===== src/rtl/board_uart_formatter.sv =====
// Streams a registered snapshot of the Life board to a UART transmitter as an ANSI
// frame (home sequence, cells row by row, CR+LF between rows). Define BOARD_FMT_CLEAR_EN to prepend ESC[2J.
module board_uart_formatter #(
  parameter int         WIDTH      = 8,
  parameter int         HEIGHT     = 8,
  parameter logic [7:0] ALIVE_CHAR = 8'h4F,
  parameter logic [7:0] DEAD_CHAR  = 8'h20
) (
  input  logic                      clk,
  input  logic                      rst_n,
  input  logic                      start,
  input  logic [WIDTH*HEIGHT-1:0]   board,
  output logic                      busy,
  output logic                      done,
  output logic [7:0]                tx_data,
  output logic                      tx_valid,
  input  logic                      tx_ready
);

  localparam int CW = $clog2(WIDTH);
  localparam int RW = $clog2(HEIGHT);
  localparam int IW = $clog2(WIDTH * HEIGHT);
  localparam logic [CW-1:0] COL_LAST = CW'(WIDTH - 1);
  localparam logic [RW-1:0] ROW_LAST = RW'(HEIGHT - 1);

`ifdef BOARD_FMT_CLEAR_EN
  localparam int PFX_W = 3;
`else
  localparam int PFX_W = 2;
`endif
  // The prefix length is a power of two, so its last index is all ones.
  localparam logic [PFX_W-1:0] PFX_LAST = '1;

  typedef enum logic [2:0] {
    S_IDLE,
    S_PREFIX,
    S_CELL,
    S_CR,
    S_LF,
    S_DONE
  } state_t;

  state_t                    state_q, state_d;
  logic [PFX_W-1:0]          pfx_q, pfx_d;
  logic [CW-1:0]             col_q, col_d;
  logic [RW-1:0]             row_q, row_d;
  logic [7:0]                tx_data_q, tx_data_d;
  logic                      tx_valid_q, tx_valid_d;
  logic                      busy_q, busy_d;
  logic                      done_q, done_d;
  logic                      load_snap;
  logic [WIDTH*HEIGHT-1:0]   snap_q;
  logic                      xfer;

  function automatic logic [7:0] prefix_byte(input logic [PFX_W-1:0] idx);
`ifdef BOARD_FMT_CLEAR_EN
    case (idx)
      3'd0:    return 8'h1B;
      3'd1:    return 8'h5B;
      3'd2:    return 8'h32;
      3'd3:    return 8'h4A;
      3'd4:    return 8'h1B;
      3'd5:    return 8'h5B;
      3'd6:    return 8'h3B;
      default: return 8'h48;
    endcase
`else
    case (idx)
      2'd0:    return 8'h1B;
      2'd1:    return 8'h5B;
      2'd2:    return 8'h3B;
      default: return 8'h48;
    endcase
`endif
  endfunction

  function automatic logic [7:0] cell_byte(input logic [WIDTH*HEIGHT-1:0] cells,
                                           input logic [CW-1:0] c,
                                           input logic [RW-1:0] r);
    logic [IW-1:0] idx;
    idx = IW'(int'(r) * WIDTH + int'(c));
    return cells[idx] ? ALIVE_CHAR : DEAD_CHAR;
  endfunction

  assign xfer = tx_valid_q & tx_ready;

  // NOTE: every variable gets a default before the case; a path that skips an assignment would infer a latch.
  always_comb begin
    state_d    = state_q;
    pfx_d      = pfx_q;
    col_d      = col_q;
    row_d      = row_q;
    tx_data_d  = tx_data_q;
    tx_valid_d = tx_valid_q;
    busy_d     = busy_q;
    done_d     = 1'b0;
    load_snap  = 1'b0;

    case (state_q)
      // DONE behaves like IDLE so a start coinciding with the done pulse is taken.
      S_IDLE, S_DONE: begin
        state_d    = S_IDLE;
        tx_valid_d = 1'b0;
        busy_d     = 1'b0;
        if (start) begin
          load_snap  = 1'b1;
          state_d    = S_PREFIX;
          pfx_d      = '0;
          col_d      = '0;
          row_d      = '0;
          tx_data_d  = prefix_byte('0);
          tx_valid_d = 1'b1;
          busy_d     = 1'b1;
        end
      end
      S_PREFIX: if (xfer) begin
        if (pfx_q == PFX_LAST) begin
          state_d   = S_CELL;
          pfx_d     = '0;
          tx_data_d = cell_byte(snap_q, '0, '0);
        end else begin
          pfx_d     = pfx_q + 1'b1;
          tx_data_d = prefix_byte(pfx_q + 1'b1);
        end
      end
      S_CELL: if (xfer) begin
        if (col_q != COL_LAST) begin
          col_d     = col_q + 1'b1;
          tx_data_d = cell_byte(snap_q, col_q + 1'b1, row_q);
        end else if (row_q != ROW_LAST) begin
          state_d   = S_CR;
          tx_data_d = 8'h0D;
        end else begin
          state_d    = S_DONE;
          tx_valid_d = 1'b0;
          busy_d     = 1'b0;
          done_d     = 1'b1;
        end
      end
      S_CR: if (xfer) begin
        state_d   = S_LF;
        tx_data_d = 8'h0A;
      end
      S_LF: if (xfer) begin
        state_d   = S_CELL;
        col_d     = '0;
        row_d     = row_q + 1'b1;
        tx_data_d = cell_byte(snap_q, '0, row_q + 1'b1);
      end
      default: state_d = S_IDLE;
    endcase
  end

  // NOTE: sequential state uses non-blocking assignments so every flop samples pre-edge values.
  always_ff @(posedge clk) begin
    if (!rst_n) begin
      state_q    <= S_IDLE;
      pfx_q      <= '0;
      col_q      <= '0;
      row_q      <= '0;
      tx_data_q  <= 8'h00;
      tx_valid_q <= 1'b0;
      busy_q     <= 1'b0;
      done_q     <= 1'b0;
    end else begin
      state_q    <= state_d;
      pfx_q      <= pfx_d;
      col_q      <= col_d;
      row_q      <= row_d;
      tx_data_q  <= tx_data_d;
      tx_valid_q <= tx_valid_d;
      busy_q     <= busy_d;
      done_q     <= done_d;
    end
  end

  // NOTE: the snapshot is pure data that is always written before it is read, so it carries no reset.
  always_ff @(posedge clk) begin
    if (load_snap) snap_q <= board;
  end

  assign busy     = busy_q;
  assign done     = done_q;
  assign tx_data  = tx_data_q;
  assign tx_valid = tx_valid_q;

endmodule


===== config.mk =====
export PLATFORM = sky130hd
export DESIGN_NAME = board_uart_formatter
export DESIGN_NICKNAME = d
export VERILOG_FILES = /design/src/rtl/board_uart_formatter.sv
export SDC_FILE = /design/constraint.sdc
export NUM_CORES = 1
export LEC_CHECK = 0
export ABC_AREA = 1
export CAP_MARGIN = 25
export CORE_MARGIN = 2
export CORE_UTILIZATION = 40
export DETAILED_ROUTE_END_ITERATION = 8
export PLACE_DENSITY = 0.68
export SETUP_SLACK_MARGIN = 0.4
export SLEW_MARGIN = 10
export SYNTH_ARGS = -nofsm -noshare
export SYNTH_HDL_FRONTEND = slang
export SYNTH_SLANG_ARGS = --single-unit

===== constraint.sdc =====
create_clock -name clk -period 5.95 [get_ports clk]
set_clock_uncertainty 0.05 [all_clocks]
set_input_delay 1.4875 -clock clk [delete_from_list [all_inputs] [get_ports clk]]
set_output_delay 1.4875 -clock clk [all_outputs]
set_load 0.005 [all_outputs]

==> run_1/floorplan.png <==
Pins as bars on the die edge.
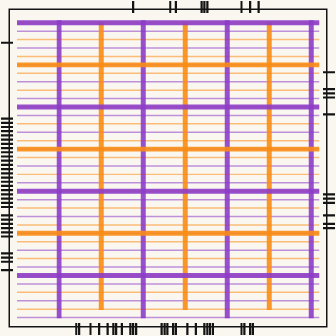
[purple] VSS
[orange] VDD
met4 straps: 7
met5 straps: 7

==> run_1/class_map.png <==
Scale bar: 20 um.
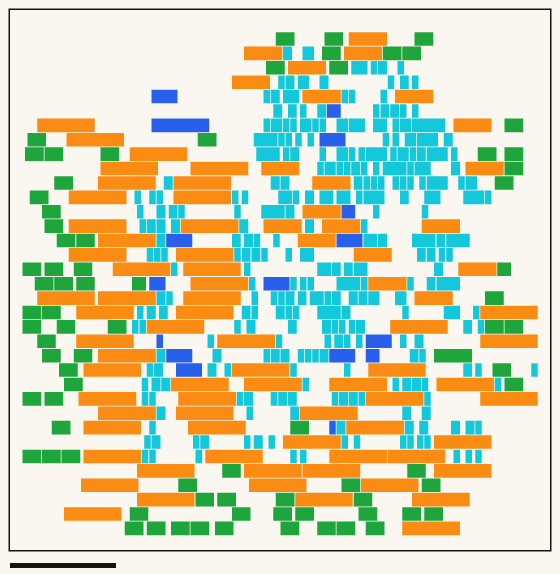
[orange] registers | cells: 84
[blue] clock drivers and dummy loads | cells: 16
[cyan] remaining logic cells | cells: 282
[green] remaining buffers and delay cells | cells: 80
cell area after layout: 0.00489 mm^2
Core Box Area: 0.00928 mm^2
fin util: 0.527
row count: 35
flop share of the area: 0.475

==> run_1/clock_nets.png <==
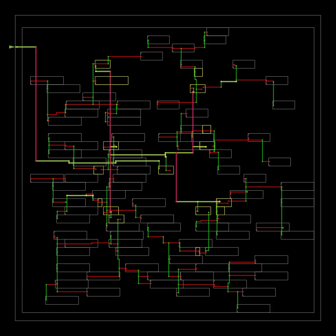
clock-net power: 0.000398 W
Skew-Pair Late Insertion Delay: 0.35 ns

==> impl_metrics.json, run 1 <==
{
  "power_density_mw_per_mm2": 417,
  "min_path_type": "reg2reg",
  "synthTopCellsByCount": "nand2_1 (102), edfxtp_1 (64), nand3_1 (59), dfxtp_1 (20), nor2_1 (20)",
  "final-clk-cell-share": 0.0394,
  "nonClkBufAreaFrac": 0.165,
  "crit_arrival_ns": 3.06,
  "seq_cells": 84,
  "r2r_slack_ns": 3.29,
  "tap-cell-count": 129,
  "slowest_stage": "clkdlybuf4s50_1",
  "die_area_mm2": 0.0104,
  "edf_count": 64,
  "switching_power_w": 0.000760,
  "cts_resized": 0,
  "num-multi-input-gates": 254,
  "syn_area_per_cell_um2": 10.1,
  "comb_area_mm2": 0.00129,
  "cp_data_required_time_ns": 5.93,
  "grt_pass1_wl_um": 13500,
  "top_area_cell": "edfxtp_1",
  "grt_overflow": 0,
  "setup-tns-final_ns": 0,
  "synth-main-ff-cell": "edfxtp_1",
  "swShare": 0.372,
  "regArea_mm2": 0.00232,
  "insertedDiodeCount": 0,
  "synth_warnings": 0,
  "clockPowerShare": 0.195,
  "dr.pass1.iters": 4,
  "ys_types": 38,
  "r2r_cells": 14,
  "nFillCells": 859,
  "holdWs_ns": 0.424,
  "wire_per_inst_um": 14.1,
  "path_class": "in2reg",
  "ys_chip_area_mm2": 0.00384,
  "inverters": 28,
  "cp_max_fo": 32,
  "io_pins": 79,
  "fp_nets": 456,
  "initial_utilization": 0.414,
  "num-nonclk-buffers": 80,
  "hold_viol": 0,
  "pwr-share-seq": 0.414,
  "outcome": "completed",
  "syn_area_mm2": 0.00384,
  "routed_wl_um": 8330,
  "period_used_share": 0.518,
  "report.final.slew_viol_count": 0
}
run 1: layout by cell type (no fill, tap or decap), types with 4 or more instances in the layout:
| cell type | count |
|---|---|
| a211oi_1 | 5 |
| ha_1 | 7 |
| clkbuf_8 | 9 |
| dfxtp_1 | 20 |
| inv_1 | 18 |
| o21ai_0 | 9 |
| o21ai_1 | 4 |
| nand3_1 | 59 |
| edfxtp_1 | 64 |
| nor2_1 | 19 |
| a21oi_1 | 16 |
| nand2_1 | 102 |
| inv_2 | 7 |
| clkdlybuf4s50_1 | 77 |
run 1: stage by stage:
stage	instances	worst slack [ns]	cell area (um^2)
after global routing	591	2.73	4890
after floorplan	381	0.961	3840
final	591	2.87	4890
after CTS	591	2.85	4890
after global placement	574	2.12	4680
after detailed placement	575	2.50	4700
run 1: state kept, by name (all words and copies together), names as in the netlist:
signal and count:
done 1, tx_data 7, state_q 3, col_q 3, pfx_q 2, busy 1, row_q 3, snap_q 64
run 1: how the worst max path moves through the flow:
stage / from / endpoint / slack, ns / depth (start not counted)
after floorplan: start / pfx_q[0]$_SDFFE_PN0P_ / 0.96 / 5
after global placement: start / snap_q[53]$_DFFE_PP_ / 2.12 / 4
after detailed placement: start / snap_q[52]$_DFFE_PP_ / 2.50 / 5
after CTS: start / snap_q[48]$_DFFE_PP_ / 2.85 / 5
after global routing: start / snap_q[48]$_DFFE_PP_ / 2.73 / 5
final: start / snap_q[14]$_DFFE_PP_ / 2.87 / 5
run 1: layer usage:
metal,vias up,track usage
met1,1363,0.222
met2,103,0.282
met4,0,0.0677
met3,11,0.0315
li1,1466,-
met5,-,0
run 1: kinds of logic after synthesis:
family          after synthesis  synth area share
flops                        84             0.604
compound gates               45            0.0706
fa+ha+maj                     7            0.0228
buf+inv                      43            0.0622
simple gates                201             0.240
other cells                   1          0.000975
--- run 2 (diff from run 1) ---
PLACE_DENSITY = 0.7   (was 0.68)
clock period = 2.8 ns   (was 5.95 ns; I/O delays follow)
==> run_2/layers.png <==
Only two layers are drawn.
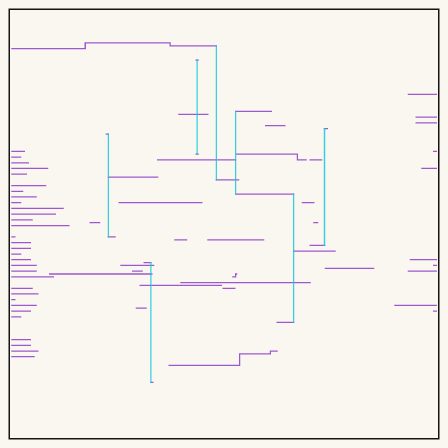
[purple] M3 | wire length: 543 um
[cyan] M4 | wire length: 186 um

==> impl_metrics.json, run 2 <==
{
  "dp_cells": 575,
  "ys_chip_area_mm2": 0.00384,
  "synth_warnings": 0,
  "die_area_mm2": 0.0104,
  "top_register": "snap_q",
  "path_class": "reg2reg",
  "crit_arrival_ns": 2.26,
  "insertedDiodeCount": 0,
  "grt_overflow": 0,
  "clock_power_w": 0.000977,
  "swShare": 0.368,
  "gr-usage-met1": 0.226,
  "cp_max_fo": 10,
  "power_density_mw_per_mm2": 909,
  "setup-tns-final_ns": 0,
  "syn_area_per_cell_um2": 10.1,
  "grtUsageMet3": 0.0458,
  "busiest_layer": "met2",
  "pwr-share-seq": 0.404,
  "regArea_mm2": 0.00232,
  "fp_nets": 456,
  "ys_types": 38,
  "synthTopCellsByCount": "nand2_1 (102), edfxtp_1 (64), nand3_1 (59), dfxtp_1 (20), nor2_1 (20)",
  "clockPowerShare": 0.218,
  "grt_util_met2": 0.296,
  "outcome": "completed",
  "r2r_slack_ns": 0.72,
  "comb_area_mm2": 0.00129,
  "period_used_share": 0.741,
  "placed_area_mm2": 0.00470,
  "rows": 35,
  "largest_reg_flops": 64,
  "report.final.slew_viol_count": 0
}
==> run_2/class_map.png <==
Scale bar: 20 um.
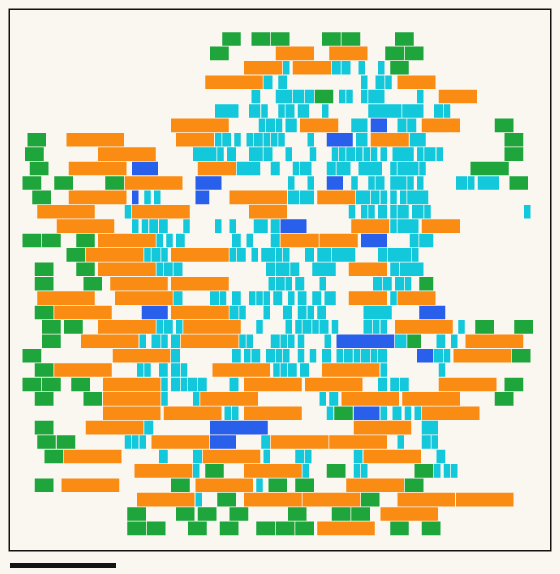
[orange] registers | cells: 84
[cyan] remaining logic cells | cells: 282
[blue] clock drivers and dummy loads | cells: 16
[green] remaining buffers and delay cells | cells: 80
fin util: 0.530
flop share of the area: 0.472
cell area after layout: 0.00492 mm^2

run 2: logic make-up (layout without fill, tap and decap cells):
logic type / Yosys count / in the layout / share of synthesized area
flops: 84 / 84 / 0.604
fa+ha+maj: 7 / 7 / 0.0228
buf+inv: 43 / 124 / 0.0622
compound gates: 45 / 45 / 0.0706
simple gates: 201 / 201 / 0.240
other cells: 1 / 1 / 0.000975
run 2: worst max-delay path by stage:
| stage | from | end | slack [ns] |
|---|---|---|---|
| after floorplan | start | pfx_q[0]$_SDFFE_PN0P_ | 0.48 |
| after global placement | tx_ready | col_q[0]$_SDFFE_PN0P_ | 0.50 |
| after detailed placement | tx_ready | tx_data[0]$_SDFFE_PN0P_ | 0.45 |
| after CTS | col_q[0]$_SDFFE_PN0P_ | tx_data[5]$_SDFFE_PN0P_ | 0.61 |
| after global routing | col_q[0]$_SDFFE_PN0P_ | tx_data[5]$_SDFFE_PN0P_ | 0.47 |
| final | col_q[0]$_SDFFE_PN0P_ | tx_data[6]$_SDFFE_PN0P_ | 0.72 |
run 2: worst max-delay path, stage by stage (launching register included):
cell,delay [ns]
dfxtp_1,0.32
ha_1,0.20
ha_2,0.45
inv_1,0.18
nand3_1,0.12
nand2_1,0.06
nand2_1,0.06
nand3_1,0.07
nand3_1,0.10
nand2_2,0.08
nand2_1,0.09
nand2_1,0.06
nand2_1,0.07
a21oi_2,0.05
run 2: per-stage QoR:
stage	hold WS, ns	util
2_1_floorplan	0.397	-
3_5_place_dp	0.412	0.506
5_1_grt	0.454	0.530
4_1_cts	0.424	0.530
6_report	0.422	0.530
3_3_place_gp	0.408	0.506
run 2: area by class of cell:
cell class,instances,share of cell area
timing repair buffer,80,0.164
inverter,28,0.0234
tap,129,0.0328
clock buffer,10,0.0259
clock inverter,6,0.0191
multi-input combinational,254,0.263
sequential,84,0.472
Power is estimated from default activity; no workload was simulated.
